[config.mk]
export PLATFORM = sky130hd
export DESIGN_NAME = ex_stall_controller
export DESIGN_NICKNAME = d
export VERILOG_FILES = /design/src/rtl/ex_stall_pkg.sv /design/src/rtl/mc_latency_counter.sv /design/src/rtl/ex_stall_controller.sv
export SDC_FILE = /design/constraint.sdc
export NUM_CORES = 1
export LEC_CHECK = 0
export CAP_MARGIN = 20
export CORE_MARGIN = 1.5
export CORE_UTILIZATION = 35
export CTS_BUF_LIST = sky130_fd_sc_hd__clkbuf_16
export DETAILED_ROUTE_END_ITERATION = 12
export GPL_TIMING_DRIVEN = 0
export PLACE_DENSITY = 0.68
export SYNTH_ARGS = -nofsm -noshare
export SYNTH_HDL_FRONTEND = slang
export SYNTH_SLANG_ARGS = --single-unit
[constraint.sdc]
create_clock -name CLK -period 6.86 [get_ports CLK]
set_clock_uncertainty 0.05 [all_clocks]
set_input_delay 0.686 -clock CLK [delete_from_list [all_inputs] [get_ports CLK]]
set_output_delay 0.686 -clock CLK [all_outputs]
set_load 0.03 [all_outputs]
[src/rtl/ex_stall_pkg.sv]
// ex_stall_pkg
// Shared definitions for the EX-stage stall controller: FSM state encoding,
// multi-cycle op codes, ID register-type codes, default latencies and the
// helper that converts an op latency into the down-counter load value.
package ex_stall_pkg;

    typedef enum logic [1:0] {
        ST_IDLE = 2'b00,
        ST_RUN  = 2'b01,
        ST_DONE = 2'b10
    } mc_state_e;

    // EX_MC_OP codes
    localparam logic [1:0] MC_OP_IDIV  = 2'b00;
    localparam logic [1:0] MC_OP_FDIV  = 2'b01;
    localparam logic [1:0] MC_OP_FSQRT = 2'b10;
    localparam logic [1:0] MC_OP_RSVD  = 2'b11;

    // ID_REG_TYPE codes
    localparam logic [1:0] RT_INT      = 2'b00; // int rs1/rs2
    localparam logic [1:0] RT_INT_FLT  = 2'b01; // int rs1, float rs2
    localparam logic [1:0] RT_FLT2     = 2'b10; // float rs1/rs2
    localparam logic [1:0] RT_FLT3     = 2'b11; // float rs1/rs2/rs3

    // Default total EX occupancy in cycles
    localparam int DEF_DIV_LAT   = 32;
    localparam int DEF_FDIV_LAT  = 24;
    localparam int DEF_FSQRT_LAT = 28;

    localparam int CNT_W = 16;

    // Cycle T (IDLE, start seen) and the DONE cycle are not RUN cycles,
    // so RUN lasts LAT-2 cycles.
    function automatic logic [CNT_W-1:0] lat_to_load(input int lat);
        return CNT_W'(lat - 2);
    endfunction

endpackage

[src/rtl/mc_latency_counter.sv]
// mc_latency_counter
// Down-counter tracking the remaining RUN cycles of a multi-cycle EX op.
// Ports:
//   clk, rst_n  - clock, asynchronous active-low reset
//   clr         - force count to 0 (flush); highest priority
//   load        - load load_val
//   dec         - decrement by one (saturates at 0)
//   load_val    - value to load
//   zero        - the decrement taken this cycle brings the count to 0,
//                 i.e. this is the last RUN cycle
module mc_latency_counter
    import ex_stall_pkg::*;
(
    input  logic             clk,
    input  logic             rst_n,
    input  logic             clr,
    input  logic             load,
    input  logic             dec,
    input  logic [CNT_W-1:0] load_val,
    output logic             zero
);

    logic [CNT_W-1:0] count_reg;

    always_ff @(posedge clk or negedge rst_n) begin
        if (!rst_n) begin
            count_reg <= '0;
        end else if (clr) begin
            count_reg <= '0;
        end else if (load) begin
            count_reg <= load_val;
        end else if (dec && (count_reg != '0)) begin
            count_reg <= count_reg - 1'b1;
        end
    end

    // Looking one step ahead lets the FSM leave RUN on the exact cycle the
    // count reaches zero instead of one cycle late.
    assign zero = (count_reg <= CNT_W'(1));

endmodule

[src/rtl/ex_stall_controller.sv]
// ex_stall_controller
// Pipeline stall/bubble generator for the EX stage: holds EX for the full
// latency of integer divide, FDIV.S and FSQRT.S, and inserts a one-cycle
// bubble for load-use hazards between EX and ID.
// Optional feature macro: EX_STALL_PERF_EN adds the STALL_CYCLES counter.
// Ports:
//   CLK, RESET                     - clock, asynchronous active-low reset
//   ID_ADDR1..3, ID_REG_TYPE       - sources / register-file types of ID instr
//   EX_ADDR, EX_WRITE_EN,
//   EX_F_WRITE_EN, EX_MEM_READ     - destination and write/load flags in EX
//   EX_MC_START, EX_MC_OP          - EX instruction is multi-cycle, which op
//   FLUSH                          - pipeline flush, zeroes all outputs
//   PC_STALL, IF_ID_STALL,
//   ID_EX_STALL, ID_EX_BUBBLE,
//   EX_MEM_BUBBLE                  - pipeline control
//   MC_BUSY, MC_DONE               - multi-cycle status
//   STALL_CYCLES (EX_STALL_PERF_EN)- saturating count of PC_STALL cycles
module ex_stall_controller
    import ex_stall_pkg::*;
#(
    parameter int DIV_LAT   = DEF_DIV_LAT,
    parameter int FDIV_LAT  = DEF_FDIV_LAT,
    parameter int FSQRT_LAT = DEF_FSQRT_LAT
) (
    input  logic        CLK,
    input  logic        RESET,
    input  logic [4:0]  ID_ADDR1,
    input  logic [4:0]  ID_ADDR2,
    input  logic [4:0]  ID_ADDR3,
    input  logic [1:0]  ID_REG_TYPE,
    input  logic [4:0]  EX_ADDR,
    input  logic        EX_WRITE_EN,
    input  logic        EX_F_WRITE_EN,
    input  logic        EX_MEM_READ,
    input  logic        EX_MC_START,
    input  logic [1:0]  EX_MC_OP,
    input  logic        FLUSH,
    output logic        PC_STALL,
    output logic        IF_ID_STALL,
    output logic        ID_EX_STALL,
    output logic        ID_EX_BUBBLE,
    output logic        EX_MEM_BUBBLE,
    output logic        MC_BUSY,
    output logic        MC_DONE
`ifdef EX_STALL_PERF_EN
    ,
    output logic [31:0] STALL_CYCLES
`endif
);

    mc_state_e        state_reg;
    logic [CNT_W-1:0] load_val;
    logic             cnt_zero;
    logic             active;
    logic             start_legal;
    logic             mc_stall;
    logic             load_use;
    logic             lu_stall;

    // ------------------------------------------------------------------
    // Load-use hazard detection, one lane per source operand
    // ------------------------------------------------------------------
    logic [4:0] src_addr [3];
    logic [2:0] src_int_used;
    logic [2:0] src_flt_used;
    logic [2:0] src_hit;

    always_comb begin
        src_addr[0]     = ID_ADDR1;
        src_addr[1]     = ID_ADDR2;
        src_addr[2]     = ID_ADDR3;
        src_int_used    = 3'b000;
        src_flt_used    = 3'b000;
        src_int_used[0] = ~ID_REG_TYPE[1];
        src_flt_used[0] =  ID_REG_TYPE[1];
        src_int_used[1] = (ID_REG_TYPE == RT_INT);
        src_flt_used[1] = (ID_REG_TYPE != RT_INT);
        src_flt_used[2] = (ID_REG_TYPE == RT_FLT3);
    end

    generate
        for (genvar gi = 0; gi < 3; gi++) begin : g_src
            // x0 is hard-wired zero so it never hazards; f0 is a real register.
            assign src_hit[gi] = (src_addr[gi] == EX_ADDR) &&
                ((src_int_used[gi] && EX_WRITE_EN && (src_addr[gi] != 5'd0)) ||
                 (src_flt_used[gi] && EX_F_WRITE_EN));
        end
    endgenerate

    assign load_use = EX_MEM_READ && (|src_hit);

    // ------------------------------------------------------------------
    // Stall / bubble outputs (combinational so the start cycle is covered)
    // ------------------------------------------------------------------
    // Outputs are gated by reset as well, so holding RESET low silences
    // the controller even while start/hazard inputs are active.
    assign active      = RESET && !FLUSH;
    assign start_legal = (state_reg == ST_IDLE) && EX_MC_START && (EX_MC_OP != MC_OP_RSVD);
    assign mc_stall    = active && (start_legal || (state_reg == ST_RUN));
    assign lu_stall    = active && load_use && !mc_stall;

    assign PC_STALL      = mc_stall || lu_stall;
    assign IF_ID_STALL   = mc_stall || lu_stall;
    assign ID_EX_STALL   = mc_stall;
    assign EX_MEM_BUBBLE = mc_stall;
    assign ID_EX_BUBBLE  = lu_stall;
    assign MC_BUSY       = mc_stall;
    assign MC_DONE       = active && (state_reg == ST_DONE);

    // ------------------------------------------------------------------
    // Latency counter and FSM
    // ------------------------------------------------------------------
    always_comb begin
        load_val = '0;
        case (EX_MC_OP)
            MC_OP_IDIV:  load_val = lat_to_load(DIV_LAT);
            MC_OP_FDIV:  load_val = lat_to_load(FDIV_LAT);
            MC_OP_FSQRT: load_val = lat_to_load(FSQRT_LAT);
            default:     load_val = '0;
        endcase
    end

    mc_latency_counter u_cnt (
        .clk      (CLK),
        .rst_n    (RESET),
        .clr      (FLUSH),
        .load     (start_legal),
        .dec      (state_reg == ST_RUN),
        .load_val (load_val),
        .zero     (cnt_zero)
    );

    always_ff @(posedge CLK or negedge RESET) begin
        if (!RESET) begin
            state_reg <= ST_IDLE;
        end else if (FLUSH) begin
            state_reg <= ST_IDLE;
        end else begin
            case (state_reg)
                ST_IDLE: begin
                    if (start_legal) begin
                        // A 2-cycle op has no RUN cycles at all.
                        state_reg <= (load_val == '0) ? ST_DONE : ST_RUN;
                    end
                end
                ST_RUN: begin
                    if (cnt_zero) begin
                        state_reg <= ST_DONE;
                    end
                end
                ST_DONE: state_reg <= ST_IDLE;
                default: state_reg <= ST_IDLE;
            endcase
        end
    end

`ifdef EX_STALL_PERF_EN
    // ------------------------------------------------------------------
    // Saturating stall-cycle counter, cleared only by reset
    // ------------------------------------------------------------------
    logic [31:0] stall_cycles_reg;

    always_ff @(posedge CLK or negedge RESET) begin
        if (!RESET) begin
            stall_cycles_reg <= '0;
        end else if (PC_STALL && (stall_cycles_reg != 32'hFFFF_FFFF)) begin
            stall_cycles_reg <= stall_cycles_reg + 32'd1;
        end
    end

    assign STALL_CYCLES = stall_cycles_reg;
`endif

endmodule

==> flow_summary.html, run 1 <==
<h3>Flow metrics</h3>
<table>
<tr><th>Metric</th><th>Value</th></tr>
<tr><th colspan="2">STA</th></tr>
<tr><td>Final setup violation count</td><td>0</td></tr>
<tr><td>Setup repair after global routing missed its margin</td><td>false</td></tr>
<tr><td>Final WS setup</td><td>3111 ps</td></tr>
<tr><td>Worst-case hold slack</td><td>476.1 ps</td></tr>
<tr><td>Setup total negative slack</td><td>0 ps</td></tr>
<tr><td>Hold Fails Final Rpt</td><td>0</td></tr>
<tr><td>Tightest slew margin relative to the limit</td><td>0.4452</td></tr>
<tr><td>Final cycle utilization of the critical path</td><td>0.5465</td></tr>
<tr><td>Shortest period the worst path allows</td><td>3749 ps</td></tr>
<tr><td>Max-slew violation total from the final report</td><td>0</td></tr>
<tr><th colspan="2">Layout</th></tr>
<tr><td>Area growth, synth to finish</td><td>37.06%</td></tr>
<tr><td>Count of multi-input gates</td><td>128</td></tr>
<tr><td>Number of fill cells in the layout</td><td>348</td></tr>
<tr><td>ANT cells</td><td>0</td></tr>
<tr><td>Cell class with the largest area share</td><td>combinational gates</td></tr>
<tr><td># nets final</td><td>232</td></tr>
<tr><td>Area of all placed cells without fillers</td><td>1869 um2</td></tr>
<tr><td>Top logic cell by instance count in the layout</td><td>clkdlybuf4s50_1</td></tr>
<tr><td>Area occupied by registers</td><td>450.4 um2</td></tr>
<tr><td>Number of non-clock buffers in the layout</td><td>45</td></tr>
<tr><td>Final cell utilization of the core</td><td>0.5068</td></tr>
<tr><td>Post-Layout Cell Count</td><td>244</td></tr>
<tr><td>Flip-flop count of the largest register, all copies and words added</td><td>16</td></tr>
<tr><td>Clock buffers</td><td>3</td></tr>
<tr><td>Logic area</td><td>855.8 um2</td></tr>
<tr><td>Comb/total area</td><td>0.4578</td></tr>
<tr><td>Data buffer area share</td><td>0.2249</td></tr>
<tr><td>Most frequent logic cells in the routed design</td><td>37 x clkdlybuf4s50_1, 21 x nor2_1, 21 x xnor2_1</td></tr>
<tr><th colspan="2">Floorplan</th></tr>
<tr><td>Tap cell count</td><td>48</td></tr>
<tr><td>Floorplan Core Area</td><td>3689 um2</td></tr>
<tr><td>Horizontal die dimension</td><td>65.42 um</td></tr>
<tr><td>Standard-cell row count</td><td>22</td></tr>
<tr><td>Die y size</td><td>65.42 um</td></tr>
<tr><td>Starting utilization of the core area</td><td>0.3697</td></tr>
<tr><th colspan="2">Placement</th></tr>
<tr><td>Placer congestion estimate</td><td>0.7649</td></tr>
<tr><td>DP Wirelength</td><td>2227 um</td></tr>
<tr><td>Post-Place Cell Area</td><td>1794 um2</td></tr>
<tr><td>Cell count after placement</td><td>241</td></tr>
<tr><th colspan="2">Clock network</th></tr>
<tr><td>Clk pin slew, worst setup/hold paths</td><td>50 ps</td></tr>
<tr><td>Cells resized by post-CTS repair</td><td>0</td></tr>
<tr><td>Clock tree buffer depth</td><td>2</td></tr>
<tr><td>Buffers inserted during post-CTS setup optimization</td><td>0</td></tr>
<tr><td>Clk Tree Root Cell</td><td>clkbuf_16</td></tr>
<tr><td>Post-CTS Hold Buffers</td><td>0</td></tr>
<tr><td>H-tree level count</td><td>1</td></tr>
<tr><td>CTS tree</td><td>built</td></tr>
<tr><th colspan="2">Synth</th></tr>
<tr><td>Synthesis area per yosys</td><td>1364 um2</td></tr>
<tr><td>Yosys cell count</td><td>156</td></tr>
<tr><td>Cell variety after synth</td><td>40</td></tr>
<tr><td>Cell taking the most area after synthesis</td><td>dfrtp_1</td></tr>
<tr><td>Xor-xnor portion of the synthesized cell area</td><td>0.1798</td></tr>
<tr><td>Top logic cell family in the synthesized netlist</td><td>simple AND/OR/NAND/NOR gates</td></tr>
<tr><td>Ys async rst share</td><td>1.000</td></tr>
<tr><td>Fraction of the yosys area taken by sequential cells</td><td>0.3303</td></tr>
<tr><td>Largest type area fraction</td><td>0.3303</td></tr>
<tr><td>Post-synthesis simple-gate area fraction</td><td>0.3110</td></tr>
<tr><td>Most frequent cells after synthesis</td><td>21 x nor2_1, 21 x xnor2_1, 18 x dfrtp_1</td></tr>
<tr><td>Total number of yosys warnings</td><td>0</td></tr>
<tr><td>Synthesized-area fraction occupied by ao, oa, aoi and oai cells</td><td>0.09358</td></tr>
<tr><td>Mapped Cells</td><td>156</td></tr>
<tr><td>Post-synthesis cell area</td><td>1364 um2</td></tr>
<tr><td>Ys flops</td><td>18</td></tr>
<tr><th colspan="2">Drt</th></tr>
<tr><td>DRC violations left</td><td>0</td></tr>
<tr><td>Amount of wire on met2 after detailed routing</td><td>1284 um</td></tr>
<tr><td>Post-DRT Antenna Nets</td><td>0</td></tr>
<tr><td>Drt wl/cell</td><td>12.29 um</td></tr>
<tr><td>Iter 0 DRT Violations</td><td>60</td></tr>
<tr><td>Top Metal Used</td><td>met4</td></tr>
<tr><th colspan="2">Power</th></tr>
<tr><td>Switching power as a share of total power</td><td>0.3253</td></tr>
<tr><td>Total power divided by cell area</td><td>209.5 nW/um2</td></tr>
<tr><td>Combinational share of power</td><td>0.396</td></tr>
<tr><td>Worst voltage drop across the vdd grid</td><td>0.1760 mV</td></tr>
<tr><td>Total design power</td><td>391.6 uW</td></tr>
<tr><td>Net load switching power</td><td>127.4 uW</td></tr>
<tr><td>Internal Pwr Total</td><td>264.2 uW</td></tr>
<tr><td>Fraction of power consumed by sequential logic</td><td>0.316</td></tr>
<tr><td>Power of the sequential group</td><td>124 uW</td></tr>
<tr><td>Biggest power consumer among the groups</td><td>combinational logic</td></tr>
<tr><th colspan="2">GRT</th></tr>
<tr><td>Number of global-route vias before repair</td><td>1179</td></tr>
<tr><td>Antenna violations before repair</td><td>0</td></tr>
<tr><td>Met1 layer usage reported by global route</td><td>0.2333</td></tr>
<tr><td>Pin count of the biggest net entering global routing</td><td>20</td></tr>
<tr><td>Routing usage on met3</td><td>0.04110</td></tr>
<tr><td>First-pass GRT wire length</td><td>5464 um</td></tr>
<tr><td>Layer with the highest usage</td><td>met2</td></tr>
<tr><td>Total GRT Usage</td><td>0.1611</td></tr>
<tr><th colspan="2">Critical path</th></tr>
<tr><td>Launching point of the worst reg2reg path</td><td>u_cnt.count_reg[2]$_DFFE_PN0P_</td></tr>
<tr><td>Critical path depth</td><td>6</td></tr>
<tr><td>Critical path endpoint category</td><td>output pin</td></tr>
<tr><td>CP required</td><td>6120 ps</td></tr>
<tr><td>Largest stage delay, worst path</td><td>1010 ps</td></tr>
<tr><td>Crit-path cells</td><td>clkdlybuf4s50_1 -&gt; nor2b_1 -&gt; o21ai_0 -&gt; nor2_1 -&gt; buf_4 -&gt; clkdlybuf4s50_1</td></tr>
<tr><td>Cell family with most CP delay</td><td>buffers and inverters</td></tr>
<tr><td>Critical-path cell with the highest stage delay</td><td>clkdlybuf4s50_1</td></tr>
<tr><td>Launching element type of the critical path</td><td>input port</td></tr>
<tr><td>Critical Path Start</td><td>RESET</td></tr>
<tr><td>Most numerous cell on the critical path</td><td>clkdlybuf4s50_1</td></tr>
<tr><td>Worst setup path class</td><td>input port to output pin</td></tr>
<tr><td>End of the worst register-to-register path</td><td>u_cnt.count_reg[1]$_DFFE_PN0P_</td></tr>
<tr><td>Worst reg-to-reg path cell count</td><td>6</td></tr>
<tr><td>Worst path buffer plus inverter count</td><td>3</td></tr>
<tr><td>Arr. time, crit path</td><td>3010 ps</td></tr>
<tr><td>Setup slack, reg-to-reg</td><td>4510 ps</td></tr>
<tr><th colspan="2">Worst hold path</th></tr>
<tr><td>Worst min-delay path endpoint</td><td>u_cnt.count_reg[10]$_DFFE_PN0P_</td></tr>
<tr><td>Hold Startpoint</td><td>u_cnt.count_reg[10]$_DFFE_PN0P_</td></tr>
<tr><td>Number of cells traversed by the worst hold path</td><td>2</td></tr>
<tr><th colspan="2">Outcome</th></tr>
<tr><td>Result of the run</td><td>complete, no violations</td></tr>
</table>
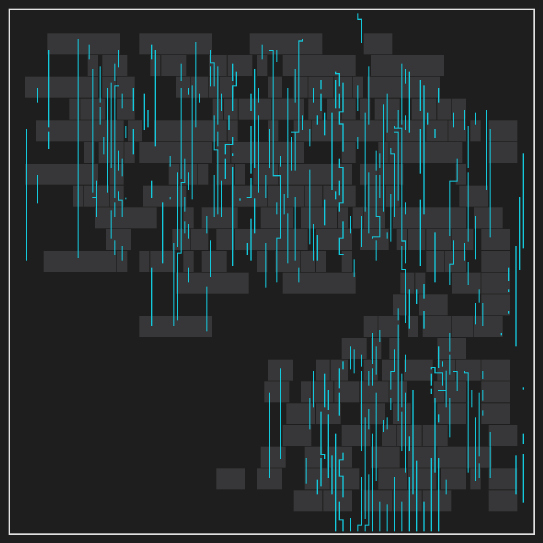
Fig. 1. Metal 2 (run 1).
(8 px per um) Cells faint in the background.
longest straight run = 27.2 um
main direction = vertical
nets with wire on the layer = 186
wire length on this layer = 1280 um
via count: 1204
total wire length after detailed routing: 2999 um
met2 Resource Use GR: 0.2474

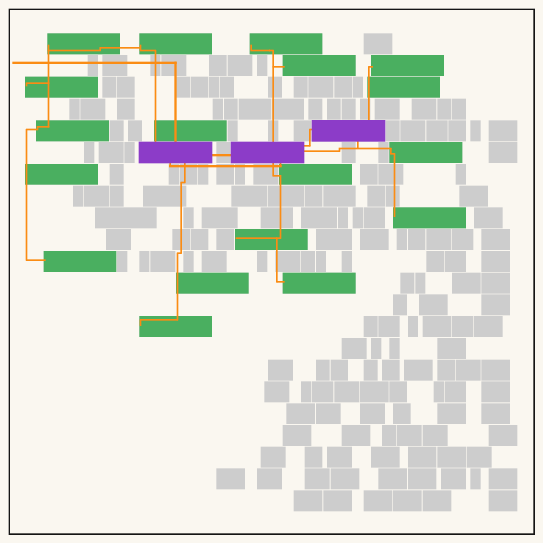
Fig. 2. Routed clock nets over the placement (run 1).
(8 px per um)
clock wires -> orange  # length 234 um
clock drivers -> purple  # count 3
flip-flops -> green  # count 18
routed clock nets = 4
worst-skew pair later-pin latency: 240 ps
clock group share of total power: 0.288
Clk power: 113 uW

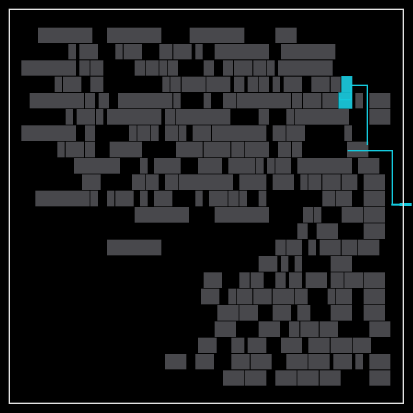
Fig. 3. I/O nets highlighted (run 1).
(6 px per um)
`EX_MC_START` -> cyan  # bits 1, direction input, edge east, end cells 2, buffers 1, wire 34.7 um
number of buffers added on ports: 37
number of I/O pins: 38

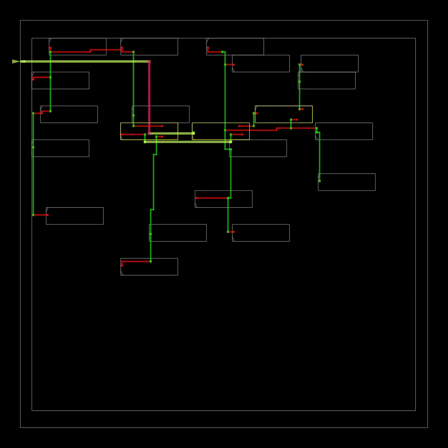
Fig. 4. Clock nets (run 1).
number of buffers inserted during clock tree synthesis: 3
sinks on the clock net: 18

==> run 2: changes to the inputs <==
==> constraint.sdc (replaced) <==
create_clock -name CLK -period 3.9 [get_ports CLK]
set_clock_uncertainty 0.05 [all_clocks]
set_input_delay 0.39 -clock CLK [delete_from_list [all_inputs] [get_ports CLK]]
set_output_delay 0.39 -clock CLK [all_outputs]
set_load 0.03 [all_outputs]
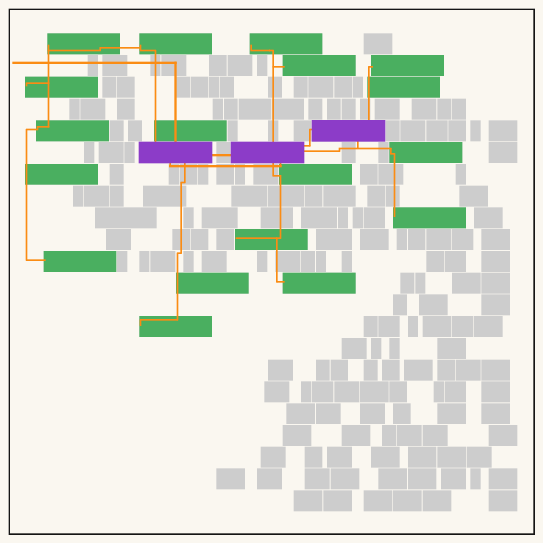
Fig. 5. Routed clock nets over the placement (run 2).
(8 px per um)
flip-flops -> green  # count 18
clock wires -> orange  # length 234 um
clock drivers -> purple  # count 3
routed clock nets = 4

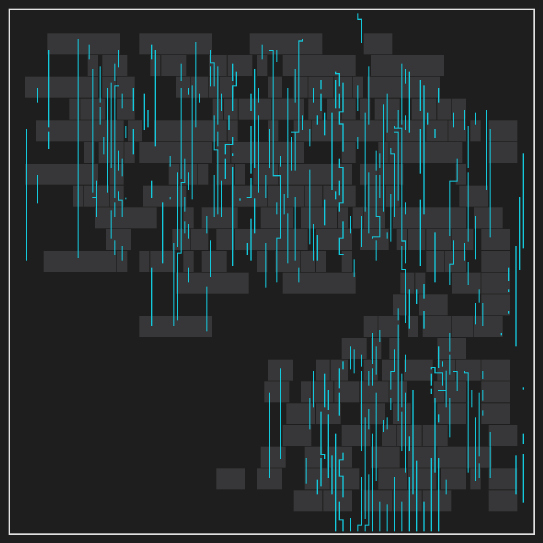
Fig. 6. Metal 2 (run 2).
(8 px per um) Cells faint in the background.
nets with wire on the layer = 186
share of all routed wire = 43%
longest straight run = 27.2 um
wire length on this layer = 1280 um
main direction = vertical

==> run 2 against run 1 <==
Sequential cell count is the same; sequential power rose by 76%; setup slack got worse by 2400 ps; sequential share of layout area is the same; die area did not move; core utilization did not move; hold slack did not move; synthesized area is the same; final cell count is the same; routed wire length stayed put; clock power increased by 76%; global-route usage did not move; largest cell class unchanged.
==> flow_summary.html, run 2 <==
<h3>Flow metrics</h3>
<table>
<tr><th>Metric</th><th>Value</th></tr>
<tr><th colspan="2">Power</th></tr>
<tr><td>Total design power</td><td>688.9 uW (+76%)</td></tr>
<tr><td>Switching power as a share of total power</td><td>0.3253 (about the same)</td></tr>
<tr><td>Worst voltage drop across the vdd grid</td><td>0.3095 mV (+76%)</td></tr>
<tr><td>Clock group share of total power</td><td>0.288 (about the same)</td></tr>
<tr><td>Clk power</td><td>199 uW (+76%)</td></tr>
<tr><td>Internal Pwr Total</td><td>464.8 uW (+76%)</td></tr>
<tr><td>Biggest power consumer among the groups</td><td>combinational logic</td></tr>
<tr><th colspan="2">Floorplan</th></tr>
<tr><td>Die y size</td><td>65.42 um (unchanged)</td></tr>
<tr><td>Standard-cell row count</td><td>22 (unchanged)</td></tr>
<tr><td>Number of I/O pins</td><td>38 (unchanged)</td></tr>
<tr><td>Tap cell count</td><td>48 (unchanged)</td></tr>
<tr><td>Starting utilization of the core area</td><td>0.3697 (unchanged)</td></tr>
<tr><td>Horizontal die dimension</td><td>65.42 um (unchanged)</td></tr>
<tr><th colspan="2">Critical path</th></tr>
<tr><td>End of the worst register-to-register path</td><td>u_cnt.count_reg[1]$_DFFE_PN0P_</td></tr>
<tr><td>Largest stage delay, worst path</td><td>1010 ps (about the same)</td></tr>
<tr><td>Most numerous cell on the critical path</td><td>clkdlybuf4s50_1</td></tr>
<tr><td>CP required</td><td>3460 ps (-2660 ps)</td></tr>
<tr><td>Cell family with most CP delay</td><td>buffers and inverters</td></tr>
<tr><td>Worst reg-to-reg path cell count</td><td>6 (unchanged)</td></tr>
<tr><td>Worst setup path class</td><td>input port to output pin</td></tr>
<tr><td>Critical path depth</td><td>6 (unchanged)</td></tr>
<tr><td>Launching point of the worst reg2reg path</td><td>u_cnt.count_reg[2]$_DFFE_PN0P_</td></tr>
<tr><td>Critical Path Start</td><td>RESET</td></tr>
<tr><th colspan="2">STA</th></tr>
<tr><td>Final setup violation count</td><td>0 (unchanged)</td></tr>
<tr><td>Setup total negative slack</td><td>0 ps (unchanged)</td></tr>
<tr><td>Max-slew violation total from the final report</td><td>0 (unchanged)</td></tr>
<tr><th colspan="2">Worst hold path</th></tr>
<tr><td>Number of cells traversed by the worst hold path</td><td>2 (unchanged)</td></tr>
<tr><td>Hold Startpoint</td><td>u_cnt.count_reg[10]$_DFFE_PN0P_</td></tr>
<tr><th colspan="2">Synth</th></tr>
<tr><td>Ys flops</td><td>18 (unchanged)</td></tr>
<tr><td>Fraction of the yosys area taken by sequential cells</td><td>0.3303 (unchanged)</td></tr>
<tr><td>Ys async rst share</td><td>1.000 (unchanged)</td></tr>
<tr><td>Total number of yosys warnings</td><td>0 (unchanged)</td></tr>
<tr><td>Synthesis area per yosys</td><td>1364 um2 (unchanged)</td></tr>
<tr><td>Mapped Cells</td><td>156 (unchanged)</td></tr>
<tr><td>Yosys cell count</td><td>156 (unchanged)</td></tr>
<tr><td>Cell taking the most area after synthesis</td><td>dfrtp_1</td></tr>
<tr><td>Top logic cell family in the synthesized netlist</td><td>simple AND/OR/NAND/NOR gates</td></tr>
<tr><td>Largest type area fraction</td><td>0.3303 (unchanged)</td></tr>
<tr><td>Cell variety after synth</td><td>40 (unchanged)</td></tr>
<tr><td>Post-synthesis simple-gate area fraction</td><td>0.3110 (unchanged)</td></tr>
<tr><th colspan="2">GRT</th></tr>
<tr><td>Met1 layer usage reported by global route</td><td>0.2333 (unchanged)</td></tr>
<tr><td>Pin count of the biggest net entering global routing</td><td>20 (unchanged)</td></tr>
<tr><td>Layer with the highest usage</td><td>met2</td></tr>
<tr><th colspan="2">Layout</th></tr>
<tr><td>Area of all placed cells without fillers</td><td>1869 um2 (unchanged)</td></tr>
<tr><td>Flip-flop count of the largest register, all copies and words added</td><td>16 (unchanged)</td></tr>
<tr><td>Count of multi-input gates</td><td>128 (unchanged)</td></tr>
<tr><td>Cell class with the largest area share</td><td>combinational gates</td></tr>
<tr><td>Number of fill cells in the layout</td><td>348 (unchanged)</td></tr>
<tr><td>Logic area</td><td>855.8 um2 (unchanged)</td></tr>
<tr><td>Data buffer area share</td><td>0.2249 (unchanged)</td></tr>
<tr><td>ANT cells</td><td>0 (unchanged)</td></tr>
<tr><td>Comb/total area</td><td>0.4578 (unchanged)</td></tr>
<tr><th colspan="2">Drt</th></tr>
<tr><td>Amount of wire on met2 after detailed routing</td><td>1284 um (unchanged)</td></tr>
<tr><td>Post-DRT Antenna Nets</td><td>0 (unchanged)</td></tr>
<tr><td>DRC violations left</td><td>0 (unchanged)</td></tr>
<tr><td>Total wire length after detailed routing</td><td>2999 um (unchanged)</td></tr>
<tr><td>Via count</td><td>1204 (unchanged)</td></tr>
<tr><th colspan="2">Clock network</th></tr>
<tr><td>Post-CTS Hold Buffers</td><td>0 (unchanged)</td></tr>
<tr><td>Cells resized by post-CTS repair</td><td>0 (unchanged)</td></tr>
<tr><td>Clk Tree Root Cell</td><td>clkbuf_16</td></tr>
<tr><td>Buffers inserted during post-CTS setup optimization</td><td>0 (unchanged)</td></tr>
<tr><td>H-tree level count</td><td>1 (unchanged)</td></tr>
<tr><th colspan="2">Outcome</th></tr>
<tr><td>Result of the run</td><td>complete, no violations</td></tr>
<tr><th colspan="2">Placement</th></tr>
<tr><td>Cell count after placement</td><td>241 (unchanged)</td></tr>
<tr><td>DP Wirelength</td><td>2227 um (unchanged)</td></tr>
<tr><td>Placer congestion estimate</td><td>0.7649 (unchanged)</td></tr>
</table>
Power and IR drop assume default switching activity.
